**src/rtl/io_pkg.sv**
```systemverilog
// Shared definitions for the memory-mapped UART: register offsets, STATUS layout,
// serial FSM states and the per-direction shifter record.
package io_pkg;

  localparam logic [7:0] REG_DATA   = 8'd0;
  localparam logic [7:0] REG_STATUS = 8'd1;

  localparam int STAT_RXAV   = 0;
  localparam int STAT_TXFULL = 1;
  localparam int STAT_OVR    = 2;
  localparam int STAT_TXIDLE = 3;
  localparam int STAT_FERR   = 4;

  localparam logic [1:0] FSM_IDLE  = 2'd0;
  localparam logic [1:0] FSM_START = 2'd1;
  localparam logic [1:0] FSM_DATA  = 2'd2;
  localparam logic [1:0] FSM_STOP  = 2'd3;

  typedef enum logic [1:0] {
    ST_IDLE  = FSM_IDLE,
    ST_START = FSM_START,
    ST_DATA  = FSM_DATA,
    ST_STOP  = FSM_STOP
  } serState_t;

  // Whole shifter state in one record so a checker can bind to a single signal.
  typedef struct packed {
    serState_t   state;
    logic [15:0] baudCnt;
    logic [2:0]  bitIdx;
    logic [7:0]  shift;
  } serCore_t;

  localparam serCore_t SER_CORE_RESET = '{
    state:   ST_IDLE,
    baudCnt: 16'd0,
    bitIdx:  3'd0,
    shift:   8'd0
  };

  function automatic logic [7:0] packStatus(input logic rxAv, input logic txFull,
                                            input logic ovr, input logic txIdle,
                                            input logic ferr);
    logic [7:0] s;
    s              = 8'd0;
    s[STAT_RXAV]   = rxAv;
    s[STAT_TXFULL] = txFull;
    s[STAT_OVR]    = ovr;
    s[STAT_TXIDLE] = txIdle;
    s[STAT_FERR]   = ferr;
    return s;
  endfunction

endpackage

```
**src/rtl/io_uart_sync_fifo.sv**
```systemverilog
// Single-clock FIFO with (AW+1)-bit wrapping pointers; a push into a full FIFO
// is accepted only when a pop happens on the same edge.
module sync_fifo #(
  parameter int WIDTH = 8,
  parameter int AW    = 3
) (
  input  logic             i_clk,
  input  logic             i_resetN,
  input  logic             push,
  input  logic [WIDTH-1:0] wrData,
  input  logic             pop,
  output logic             full,
  output logic             empty,
  output logic [WIDTH-1:0] head
);

  logic [AW:0]      wrPtr;
  logic [AW:0]      rdPtr;
  logic [WIDTH-1:0] mem [2**AW];
  logic             doPush;
  logic             doPop;

  assign empty  = (wrPtr == rdPtr);
  assign full   = (wrPtr[AW] != rdPtr[AW]) && (wrPtr[AW-1:0] == rdPtr[AW-1:0]);
  assign head   = mem[rdPtr[AW-1:0]];
  assign doPop  = pop & ~empty;
  assign doPush = push & (~full | doPop);

  always_ff @(posedge i_clk or negedge i_resetN) begin
    if (!i_resetN) begin
      wrPtr <= '0;
      rdPtr <= '0;
    end else begin
      if (doPush) wrPtr <= wrPtr + 1'b1;
      if (doPop)  rdPtr <= rdPtr + 1'b1;
    end
  end

  // Storage carries no reset; pointers alone define what is valid.
  always_ff @(posedge i_clk) begin
    if (doPush) mem[wrPtr[AW-1:0]] <= wrData;
  end

endmodule

```
**src/rtl/io_uart.sv**
```systemverilog
// Memory-mapped 8N1 UART on the CPU I/O page: DATA/STATUS registers, TX and RX
// FIFOs, a TX shifter and an RX mid-bit sampler.
// Bus handshake: a read is a qualified cycle with i_ioNOE low (data valid
// combinationally, side effects on the closing edge); a write is a qualified
// cycle with i_ioNWE low, taken on the closing edge; there is no back-pressure.
module io_uart
  import io_pkg::*;
#(
  parameter logic [7:0] BASE_ADDR = 8'h00,
  parameter int         CLK_DIV   = 16,
  parameter int         FIFO_AW   = 3
) (
  input  logic       i_clk,
  input  logic       i_resetN,
  input  logic       i_ioSelect,
  input  logic [7:0] i_ioAddress,
  input  logic       i_ioNOE,
  input  logic       i_ioNWE,
  input  logic [7:0] i_bus,
  output logic [7:0] o_bus,
  output logic       o_busNOE,
  input  logic       i_rx,
  output logic       o_tx
);

  localparam logic [7:0]  DATA_ADDR   = BASE_ADDR + REG_DATA;
  localparam logic [7:0]  STATUS_ADDR = BASE_ADDR + REG_STATUS;
  localparam logic [15:0] BIT_LAST    = 16'(CLK_DIV - 1);
  localparam logic [15:0] HALF_LAST   = 16'(CLK_DIV / 2 - 1);

  logic       hitData, hitStatus;
  logic       readData, readStatus, cpuWrite;
  logic       txFull, txEmpty, txPop, txBit, txIdle;
  logic [7:0] txHead;
  logic       rxFull, rxEmpty, rxPop, rxPushReq, ferrSet, ovrSet;
  logic [7:0] rxHead, statusByte;
  logic       rxMeta, rxSync, rxPrev;
  logic       ovr, ferr;
  serCore_t   txCore, txNext;
  serCore_t   rxCore, rxNext;

  // ---------------- CPU access decode ----------------
  assign hitData    = i_ioSelect & i_resetN & (i_ioAddress == DATA_ADDR);
  assign hitStatus  = i_ioSelect & i_resetN & (i_ioAddress == STATUS_ADDR);
  assign readData   = hitData & ~i_ioNOE;
  assign readStatus = hitStatus & ~i_ioNOE;
  assign cpuWrite   = hitData & ~i_ioNWE;
  assign rxPop      = readData & ~rxEmpty;

  assign txIdle     = txEmpty & (txCore.state == ST_IDLE);
  assign statusByte = packStatus(~rxEmpty, txFull, ovr, txIdle, ferr);

  always_comb begin
    o_bus = 8'h00;
    if (readData)        o_bus = rxEmpty ? 8'h00 : rxHead;
    else if (readStatus) o_bus = statusByte;
  end

  assign o_busNOE = ~(readData | readStatus);

  sync_fifo #(.WIDTH(8), .AW(FIFO_AW)) txFifo (
    .i_clk    (i_clk),
    .i_resetN (i_resetN),
    .push     (cpuWrite),
    .wrData   (i_bus),
    .pop      (txPop),
    .full     (txFull),
    .empty    (txEmpty),
    .head     (txHead)
  );

  sync_fifo #(.WIDTH(8), .AW(FIFO_AW)) rxFifo (
    .i_clk    (i_clk),
    .i_resetN (i_resetN),
    .push     (rxPushReq),
    .wrData   (rxCore.shift),
    .pop      (rxPop),
    .full     (rxFull),
    .empty    (rxEmpty),
    .head     (rxHead)
  );

  // ---------------- TX shifter ----------------
  always_comb begin
    txNext = txCore;
    txPop  = 1'b0;
    txBit  = 1'b1;
    case (txCore.state)
      ST_IDLE: begin
        if (!txEmpty) begin
          txNext.state   = ST_START;
          txNext.baudCnt = 16'd0;
          txNext.shift   = txHead;
          txPop          = 1'b1;
        end
      end
      ST_START: begin
        txBit = 1'b0;
        if (txCore.baudCnt == BIT_LAST) begin
          txNext.state   = ST_DATA;
          txNext.baudCnt = 16'd0;
          txNext.bitIdx  = 3'd0;
        end else begin
          txNext.baudCnt = txCore.baudCnt + 16'd1;
        end
      end
      ST_DATA: begin
        txBit = txCore.shift[0];
        if (txCore.baudCnt == BIT_LAST) begin
          txNext.baudCnt = 16'd0;
          txNext.shift   = {1'b0, txCore.shift[7:1]};
          txNext.bitIdx  = txCore.bitIdx + 3'd1;
          if (txCore.bitIdx == 3'd7) txNext.state = ST_STOP;
        end else begin
          txNext.baudCnt = txCore.baudCnt + 16'd1;
        end
      end
      ST_STOP: begin
        txBit = 1'b1;
        if (txCore.baudCnt == BIT_LAST) begin
          txNext.baudCnt = 16'd0;
          // Chain straight into the next start bit so frames stay contiguous.
          if (!txEmpty) begin
            txNext.state = ST_START;
            txNext.shift = txHead;
            txPop        = 1'b1;
          end else begin
            txNext.state = ST_IDLE;
          end
        end else begin
          txNext.baudCnt = txCore.baudCnt + 16'd1;
        end
      end
      default: txNext = SER_CORE_RESET;
    endcase
  end

  // o_tx is registered so the line is glitch-free; it trails the FSM by one cycle.
  always_ff @(posedge i_clk or negedge i_resetN) begin
    if (!i_resetN) begin
      txCore <= SER_CORE_RESET;
      o_tx   <= 1'b1;
    end else begin
      txCore <= txNext;
      o_tx   <= txBit;
    end
  end

  // ---------------- RX sampler ----------------
  always_comb begin
    rxNext    = rxCore;
    rxPushReq = 1'b0;
    ferrSet   = 1'b0;
    case (rxCore.state)
      ST_IDLE: begin
        if (rxPrev & ~rxSync) begin
          rxNext.state   = ST_START;
          rxNext.baudCnt = 16'd0;
        end
      end
      ST_START: begin
        if (rxCore.baudCnt == HALF_LAST) begin
          rxNext.baudCnt = 16'd0;
          rxNext.bitIdx  = 3'd0;
          rxNext.state   = rxSync ? ST_IDLE : ST_DATA;
        end else begin
          rxNext.baudCnt = rxCore.baudCnt + 16'd1;
        end
      end
      ST_DATA: begin
        if (rxCore.baudCnt == BIT_LAST) begin
          rxNext.baudCnt = 16'd0;
          rxNext.shift   = {rxSync, rxCore.shift[7:1]};
          rxNext.bitIdx  = rxCore.bitIdx + 3'd1;
          if (rxCore.bitIdx == 3'd7) rxNext.state = ST_STOP;
        end else begin
          rxNext.baudCnt = rxCore.baudCnt + 16'd1;
        end
      end
      ST_STOP: begin
        if (rxCore.baudCnt == BIT_LAST) begin
          rxNext.baudCnt = 16'd0;
          rxNext.state   = ST_IDLE;
          rxPushReq      = rxSync;
          ferrSet        = ~rxSync;
        end else begin
          rxNext.baudCnt = rxCore.baudCnt + 16'd1;
        end
      end
      default: rxNext = SER_CORE_RESET;
    endcase
  end

  // A same-edge DATA read frees a slot, so only a truly full FIFO overruns.
  assign ovrSet = rxPushReq & rxFull & ~rxPop;

  always_ff @(posedge i_clk or negedge i_resetN) begin
    if (!i_resetN) begin
      rxMeta <= 1'b1;
      rxSync <= 1'b1;
      rxPrev <= 1'b1;
      rxCore <= SER_CORE_RESET;
      ovr    <= 1'b0;
      ferr   <= 1'b0;
    end else begin
      rxMeta <= i_rx;
      rxSync <= rxMeta;
      rxPrev <= rxSync;
      rxCore <= rxNext;
      ovr    <= ovrSet | (ovr & ~readStatus);
      ferr   <= ferrSet | (ferr & ~readStatus);
    end
  end

endmodule

```
**config.mk**
```make
export PLATFORM = sky130hd
export DESIGN_NAME = io_uart
export DESIGN_NICKNAME = d
export VERILOG_FILES = /design/src/rtl/io_pkg.sv /design/src/rtl/io_uart_sync_fifo.sv /design/src/rtl/io_uart.sv
export SDC_FILE = /design/constraint.sdc
export NUM_CORES = 1
export LEC_CHECK = 0
export CAP_MARGIN = 20
export CORE_AREA = 2 2 181 183
export CTS_BUF_LIST = sky130_fd_sc_hd__clkbuf_16
export CTS_CLUSTER_SIZE = 8
export DETAILED_ROUTE_END_ITERATION = 8
export DIE_AREA = 0 0 183 185
export HOLD_SLACK_MARGIN = 0.06
export PLACE_DENSITY = 0.44
export SYNTH_ARGS = -nofsm -noshare
export SYNTH_HDL_FRONTEND = slang
export SYNTH_HIERARCHICAL = 1
export SYNTH_SLANG_ARGS = --single-unit
```
**constraint.sdc**
```tcl
create_clock -name i_clk -period 7.8 [get_ports i_clk]
set_clock_uncertainty 0.2 [all_clocks]
set_input_delay 1.56 -clock i_clk [delete_from_list [all_inputs] [get_ports i_clk]]
set_output_delay 1.56 -clock i_clk [all_outputs]
set_load 0.03 [all_outputs]
```
Figure 1. Signal wires on met2 (run 1).
Bar = 50 µm.
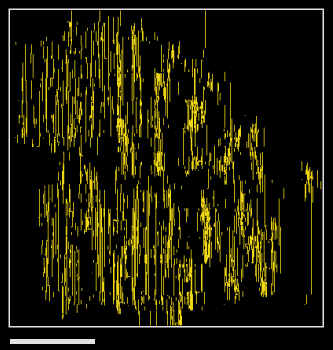
- main direction: vertical
- longest straight run: 72.4 µm
- wire length on this layer: 9630 µm
- nets with wire on the layer: 632

Figure 2. Metal 3 (run 1).
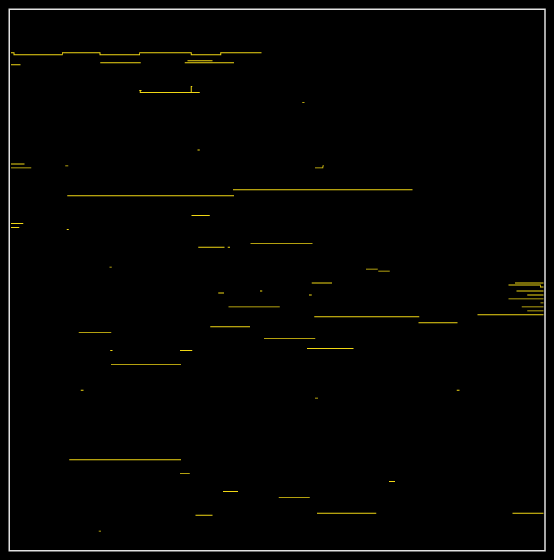
- longest straight run: 61.2 µm
- nets with wire on the layer: 31
- share of all routed wire: 3.5%

Figure 3. Track usage over the die (run 1).
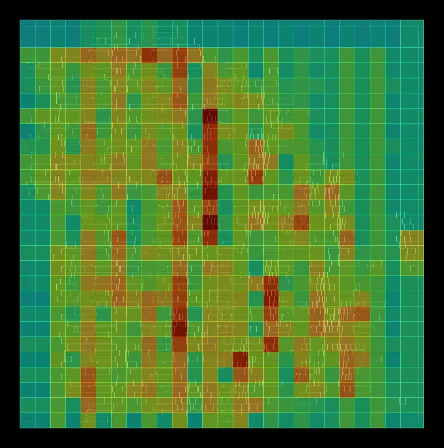
grt met2 use: 20.4%
drt wl/cell: 17.4 µm
Overall Global Routing Usage: 11.8%
Layout Utilization: 34.5%
GR met3 Demand/Resource: 2.20%

-- run 1: metrics by stage --
| stage | power (W) | setup slack [ns] | utilization [%] |
|---|---|---|---|
| floorplan | 0.00149 | 2.48 | - |
| global placement | 0.00157 | 1.26 | 31.8 |
| detailed placement | 0.00159 | 1.23 | 31.8 |
| CTS | 0.00275 | 1.23 | 34.5 |
| global route | 0.00285 | 1.14 | 34.5 |
| finish | 0.00270 | 1.25 | 34.5 |
-- run 1: cell families (layout without fill, tap and decap cells) --
| logic type | Yosys count | in the layout |
|---|---|---|
| adder cells (fa/ha/maj) | 15 | 15 |
| XOR/XNOR | 34 | 34 |
| AND/OR/NAND/NOR | 189 | 189 |
| multiplexers | 69 | 69 |
| AND-OR/OR-AND | 81 | 81 |
| buffers and inverters | 45 | 114 |
| flip-flops | 208 | 208 |
-- run 1: state kept, by name, indices dropped and copies added, names as in the netlist, named ones only --
name,cells
ferr,1
o_tx,1
ovr,1
rxCore,28
rxFifo/mem,64
rxFifo/rdPtr,4
rxFifo/wrPtr,4
rxMeta,1
rxPrev,1
rxSync,1
txCore,29
txFifo/mem,64
txFifo/rdPtr,4
txFifo/wrPtr,4
-- run 1: cells in the final DEF (no fill, tap or decap), types with 14 or more instances in the layout --
cell               n
nand2_1           48
xnor2_1           16
o21ai_0           24
xor2_1            14
dfrtp_1           76
clkdlybuf4s50_1   30
nor2_1            41
edfxtp_1         128
mux2_2            18
clkbuf_16         30
ha_1              15
mux4_1            14
a21oi_1           15
mux4_2            18
inv_1             36
buf_4             14
-- run 1: metal layers --
metal / global-route usage, % / wire, µm
met5: 0 / 0
met4: 4.16 / 555
met3: 2.20 / 677
met2: 20.4 / 9630
met1: 14.7 / 8570
==> impl_metrics.py, run 1 <==
# Flow results
metrics = {
    "synthesis": {
        "synth_cell_types": 66,
        "ys_sh_simple_pct": 10.4,
        "synth_area_um2": 9430,
        "topCombFamilyByArea": "multiplexers",
        "ys_area_um2": 9430,
        "yosys.area.top_type": "edfxtp_1",
        "edf_count": 128,
        "ys_sh_xor_pct": 3.48,
        "ff_type": "edfxtp_1",
        "ys_warn_count": 6,
        "yosysMostFrequentCell": "edfxtp_1",
        "ys_ff": 208,
        "netlist_top_cells_area": "edfxtp_1 (41%), dfrtp_1 (20%), mux4_2 (4.3%)",
        "syn_inst": 641,
        "ys_sh_mux_pct": 12.8,
        "avgSynthCellArea_um2": 14.7,
        "top_cell_area_share_pct": 40.8,
        "ys_top_cells_by_count": "edfxtp_1 (128), dfrtp_1 (76), nand2_1 (48)",
        "syn-num-nets": 678,
        "synth_adder_area_share_pct": 1.99,
        "yosys.stat.seqShare_pct": 62.1,
        "synth-compound-area-share_pct": 6.62,
        "async_flop_share_pct": 38.5,
        "yosys_cells": 641,
    },
    "worst_setup_path": {
        "cp_cell_sequence": "clkdlybuf4s50_1 -> or4_1 -> or4_4 -> or2_4 -> or3_4 -> inv_2 -> a22o_2 -> clkdlybuf4s50_1",
        "timing.critical_path.to": "o_bus[3]",
        "r2r_start": "rxFifo/rdPtr[1]",
        "reg2reg_depth": 8,
        "crit_buf_inv": 3,
        "r2r_end": "rxFifo/mem[5][5]",
        "end_kind": "primary output",
        "crit_path_start_kind": "primary input",
        "critical_path_class": "in2out",
        "crit_fanout": 16,
        "worst_path_largest_cell_delay_ns": 0.67,
        "path_common_cell": "clkdlybuf4s50_1",
        "crit_slowest_cell": "clkdlybuf4s50_1",
        "critPathRequiredTime_ns": 6.04,
        "reg2reg_slack_ns": 4.22,
        "crit_cells": 8,
        "crit_path_start": "i_ioAddress[3]",
        "worst_path_dominant_cell_family": "simple AND/OR/NAND/NOR gates",
        "cp.arrival_ns": 4.79,
    },
    "cells_and_area": {
        "flops": 208,
        "seq_area_share_pct": 52.9,
        "logic_gates": 388,
        "signal_buffers": 45,
        "postLayoutCellArea_um2": 11100,
        "antenna-diode-count": 0,
        "area_growth_pct": 17.3,
        "comb_area_um2": 3370,
        "inv_count": 15,
        "comb_share_pct": 30.5,
        "final_cells": 1118,
        "drive_gt1_share_pct": 18.6,
        "buf_share_pct": 3.71,
        "largest_class": "sequential cells",
        "regArea_um2": 5850,
        "clkCellAreaFrac_pct": 7.76,
        "layout.nets": 725,
        "clockBufferCount": 30,
        "fill_cells": 3113,
    },
    "floorplanning": {
        "num_rows": 66,
        "taps": 408,
        "fp_util_pct": 29.4,
        "die-area_um2": 33900,
        "dieWidth_um": 183,
        "boundaryPins": 32,
        "die_h_um": 185,
        "coreArea_um2": 32000,
    },
    "sta": {
        "finalSetupTns_ns": 0,
        "setup_viol": 0,
        "finalHoldViolations": 0,
        "fmax_mhz": 153,
        "rsz0062_at_grt": "no",
        "tightest_slew_ns": 0.987,
        "maxSlewViolCount": 0,
        "slew_headroom_pct": 33.9,
        "layout_min_cycle_time_ns": 6.55,
        "whs_ns": 0.185,
        "finalCritPeriodShare_pct": 84.0,
    },
    "outcome": {
        "status": "complete, no violations",
    },
    "pwr": {
        "swShare_pct": 25.6,
        "comb-power_w": 0.000309,
        "p_clk_share_pct": 42.1,
        "p_switching_w": 0.000690,
        "peakVddDrop_mv": 0.115,
        "p_comb_share_pct": 11.5,
        "pg_seq_w": 0.00125,
        "share_seq_of_total_power_pct": 46.4,
        "p_int_w": 0.00201,
        "p_per_area_nw_per_um2": 244,
        "pg_clk_w": 0.00114,
        "leakagePower_nw": 4.17,
        "power_leader": "sequential cells",
    },
    "detailed_routing": {
        "vias_per_cell": 4.85,
        "drt_iter0_drc": 271,
        "drt-total-wl_um": 19400,
        "first_pass_iters": 4,
        "drcViolationCount": 0,
        "vias": 5421,
        "ant_nets": 0,
    },
    "place": {
        "portBuffers": 31,
        "gp_congestion": 0.733,
        "dp_cells": 1063,
        "placed_area_um2": 10200,
        "hpwl_um": 12700,
    },
    "clock_network": {
        "post_cts_resized": 0,
        "ctsHoldBuffers": 0,
        "clk_pin_slew_ns": 0.06,
        "post_cts_buffers": 0,
        "cts_buffers": 30,
        "clockBufferDepth": 3,
        "cts_tree": "done",
        "clkSinkCount": 208,
        "cts-root-buf": "clkbuf_16",
        "htree_levels": 1,
        "clkLatencyLatePin_ns": 0.55,
    },
    "grt": {
        "grt_pass1_vias": 5659,
        "overflow": 0,
        "grt_first_pass_wirelength_um": 31100,
        "antenna_found_initial": 0,
        "grt_max_degree": 50,
    },
    "min_path": {
        "hp-start": "rxMeta",
        "worstHoldPathCells": 0,
        "hold_end": "rxSync",
        "hold_path.class": "reg2reg",
    },
    "flow_run": {
        "warnings": 30,
        "maxCapViolations": 0,
    },
}
Figure 4. Gate-type map (run 1).
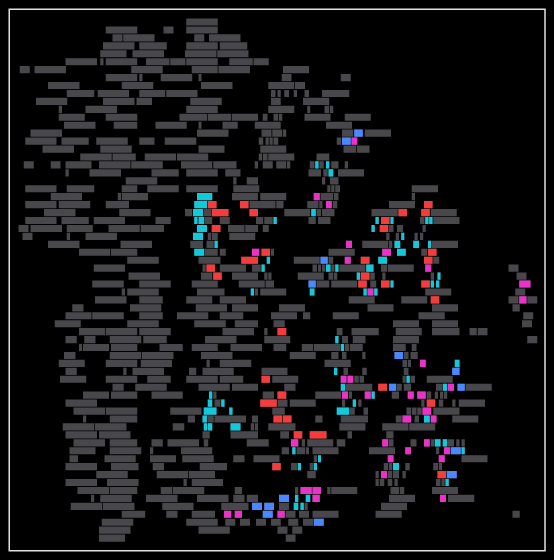

==> run 2: changes to the inputs <==
--- a/config.mk
+++ b/config.mk
@@ -12,7 +12,7 @@
 export DETAILED_ROUTE_END_ITERATION = 8
 export DIE_AREA = 0 0 183 185
 export HOLD_SLACK_MARGIN = 0.06
-export PLACE_DENSITY = 0.44
+export PLACE_DENSITY = 0.46
 export SYNTH_ARGS = -nofsm -noshare
 export SYNTH_HDL_FRONTEND = slang
 export SYNTH_HIERARCHICAL = 1
==> constraint.sdc (replaced) <==
create_clock -name i_clk -period 5.43 [get_ports i_clk]
set_clock_uncertainty 0.2 [all_clocks]
set_input_delay 1.086 -clock i_clk [delete_from_list [all_inputs] [get_ports i_clk]]
set_output_delay 1.086 -clock i_clk [all_outputs]
set_load 0.03 [all_outputs]
Figure 5. Gate-type map (run 2).
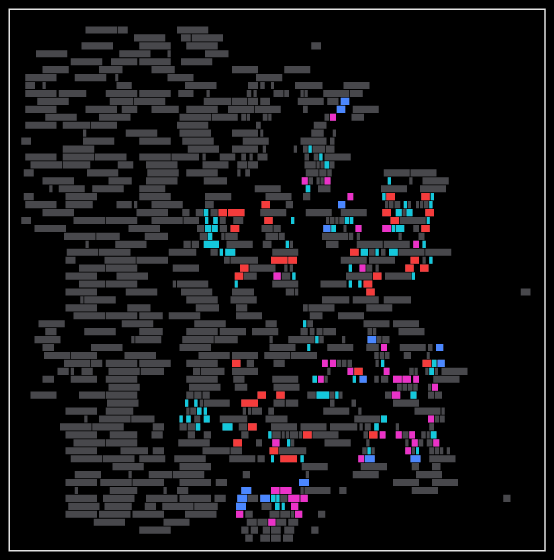
- XOR/XNOR gates: red (cells 34; where center)
- AND and OR gates: magenta (cells 37)
- AND-OR and OR-AND gates: blue (cells 15)
- NOR gates: cyan (cells 72)

==> impl_metrics.py, run 2 <==
# Flow results
metrics = {
    "outcome": {
        "status": "complete, no violations",
    },
    "sta": {
        "slew_headroom_pct": 30.8,
        "whs_ns": 0.175,
        "finalSetupTns_ns": 0,
        "maxSlewViolCount": 0,
        "finalWorstSetupSlack_ns": 0.519,
        "rsz0062_at_grt": "no",
        "finalHoldViolations": 0,
        "setup_viol": 0,
        "layout_min_cycle_time_ns": 4.91,
        "fmax_mhz": 204,
        "tightest_slew_ns": 1.03,
        "finalCritPeriodShare_pct": 90.4,
    },
    "floorplanning": {
        "coreArea_um2": 32000,
        "die_h_um": 185,
        "fp_util_pct": 29.4,
        "boundaryPins": 32,
        "die-area_um2": 33900,
        "dieWidth_um": 183,
        "num_rows": 66,
    },
    "detailed_routing": {
        "detail_route.wl_per_cell_um": 17.0,
        "drcViolationCount": 0,
        "drt-total-wl_um": 19200,
        "ant_nets": 0,
        "first_pass_iters": 5,
        "vias": 5438,
        "drt_iter0_drc": 300,
        "vias_per_cell": 4.83,
    },
    "pwr": {
        "power_leader": "sequential cells",
        "share_seq_of_total_power_pct": 47.0,
        "pg_clk_w": 0.00158,
        "peakVddDrop_mv": 0.214,
        "leakagePower_nw": 4.21,
        "swShare_pct": 25.5,
        "p_per_area_nw_per_um2": 347,
        "p_comb_share_pct": 11.7,
        "p_switching_w": 0.000977,
        "p_total_w": 0.00383,
        "p_int_w": 0.00285,
        "comb-power_w": 0.000447,
        "p_clk_share_pct": 41.4,
        "pg_seq_w": 0.00180,
    },
    "cells_and_area": {
        "final_cell_mix": "edfxtp_1 (128), dfrtp_1 (76), nand2_1 (48)",
        "area_growth_pct": 17.2,
        "final_common_cell": "edfxtp_1",
        "layout.nets": 734,
        "drive_gt1_share_pct": 19.8,
        "fin_util_pct": 34.5,
        "postLayoutCellArea_um2": 11000,
        "antenna-diode-count": 0,
        "final_cells": 1126,
        "fill_cells": 3080,
    },
    "place": {
        "portBuffers": 31,
        "placed_area_um2": 10200,
        "hpwl_um": 12700,
        "gp_congestion": 0.750,
        "dp_cells": 1074,
        "place_ws_ns": 0.515,
    },
    "min_path": {
        "hold_path.class": "reg2reg",
        "worstHoldPathCells": 0,
    },
    "synthesis": {
        "syn-num-nets": 678,
        "edf_count": 128,
        "syn_inst": 641,
        "async_flop_share_pct": 38.5,
        "netlist_top_cells_area": "edfxtp_1 (41%), dfrtp_1 (20%), mux4_2 (4.3%)",
        "ys_area_um2": 9430,
        "ys_top_cells_by_count": "edfxtp_1 (128), dfrtp_1 (76), nand2_1 (48)",
        "yosysMostFrequentCell": "edfxtp_1",
        "ys_warn_count": 6,
        "ff_type": "edfxtp_1",
        "yosys.stat.seqShare_pct": 62.1,
        "avgSynthCellArea_um2": 14.7,
        "yosys.area.top_type": "edfxtp_1",
        "top_cell_area_share_pct": 40.8,
        "yosys_cells": 641,
        "ys_ff": 208,
        "synth_cell_types": 66,
        "synth_area_um2": 9430,
    },
    "worst_setup_path": {
        "cp.arrival_ns": 3.62,
        "end_kind": "primary output",
        "crit_path_start_kind": "primary input",
        "critPathRequiredTime_ns": 4.14,
        "reg2reg_depth": 6,
        "crit_fanout": 4,
        "critical_path_class": "in2out",
    },
    "clock_network": {
        "cts_buffers": 29,
        "clkLatencyLatePin_ns": 0.54,
        "clockBufferDepth": 3,
        "ctsHoldBuffers": 0,
        "cts_tree": "done",
        "cts-root-buf": "clkbuf_16",
        "post_cts_resized": 0,
        "post_cts_buffers": 0,
        "clk_pin_slew_ns": 0.05,
        "htree_levels": 1,
        "clkSinkCount": 208,
    },
    "grt": {
        "grt_max_degree": 48,
        "grt_first_pass_wirelength_um": 31100,
        "antenna_found_initial": 0,
        "grt_pass1_vias": 5631,
        "grtUsageTotal_pct": 11.6,
        "overflow": 0,
    },
    "flow_run": {
        "maxCapViolations": 0,
        "warnings": 30,
    },
}
[run 2: logic make-up (layout without fill, tap and decap cells)]
kind of cell / Yosys count / in the layout / synth area share [%]
AND-OR/OR-AND: 81 / 81 / 6.62
XOR/XNOR: 34 / 34 / 3.48
adder cells (fa/ha/maj): 15 / 15 / 1.99
flip-flops: 208 / 208 / 62.1
AND/OR/NAND/NOR: 189 / 189 / 10.4
buffers and inverters: 45 / 122 / 2.59
multiplexers: 69 / 69 / 12.8
[run 2: worst paths after layout]
path                                    end  slack (ns)      startpoint
max                                o_bus[0]        0.52  i_ioAddress[3]
min                                  rxSync        0.17          rxMeta
max reg2reg                rxFifo/mem[1][4]        2.03      rxCore[23]
min reg2reg                          rxSync        0.17          rxMeta
max in group asynchronous         txCore[5]        3.59        i_resetN
min in group asynchronous               ovr        0.43        i_resetN
[run 2: layer usage]
layer	vias to the layer above	part of all wire (%)	global-route usage, %
li1	2567	-	-
met1	2742	44	15.0
met2	98	50	20.3
met3	31	3.6	1.83
met4	0	2.0	3.23
met5	-	0	0
[run 2: final cells by class]
| type | instances | area (µm²) | area share [%] |
|---|---|---|---|
| Sequential cell | 208 | 5850 | 53.0 |
| Multi-Input combinational cell | 388 | 3340 | 30.3 |
| Clock buffer | 29 | 726 | 6.57 |
| Tap cell | 408 | 510 | 4.62 |
| Timing Repair Buffer | 55 | 470 | 4.26 |
| Clock inverter | 23 | 91.3 | 0.827 |
| Inverter | 15 | 56.3 | 0.510 |
[run 2: critical path: stages]
cell	delay, ns
clkdlybuf4s50_1	0.39
or4_1	0.53
or4_4	0.50
or2_4	0.26
nor3_1	0.17
clkdlybuf4s50_1	0.70
Power and IR drop assume default switching activity.
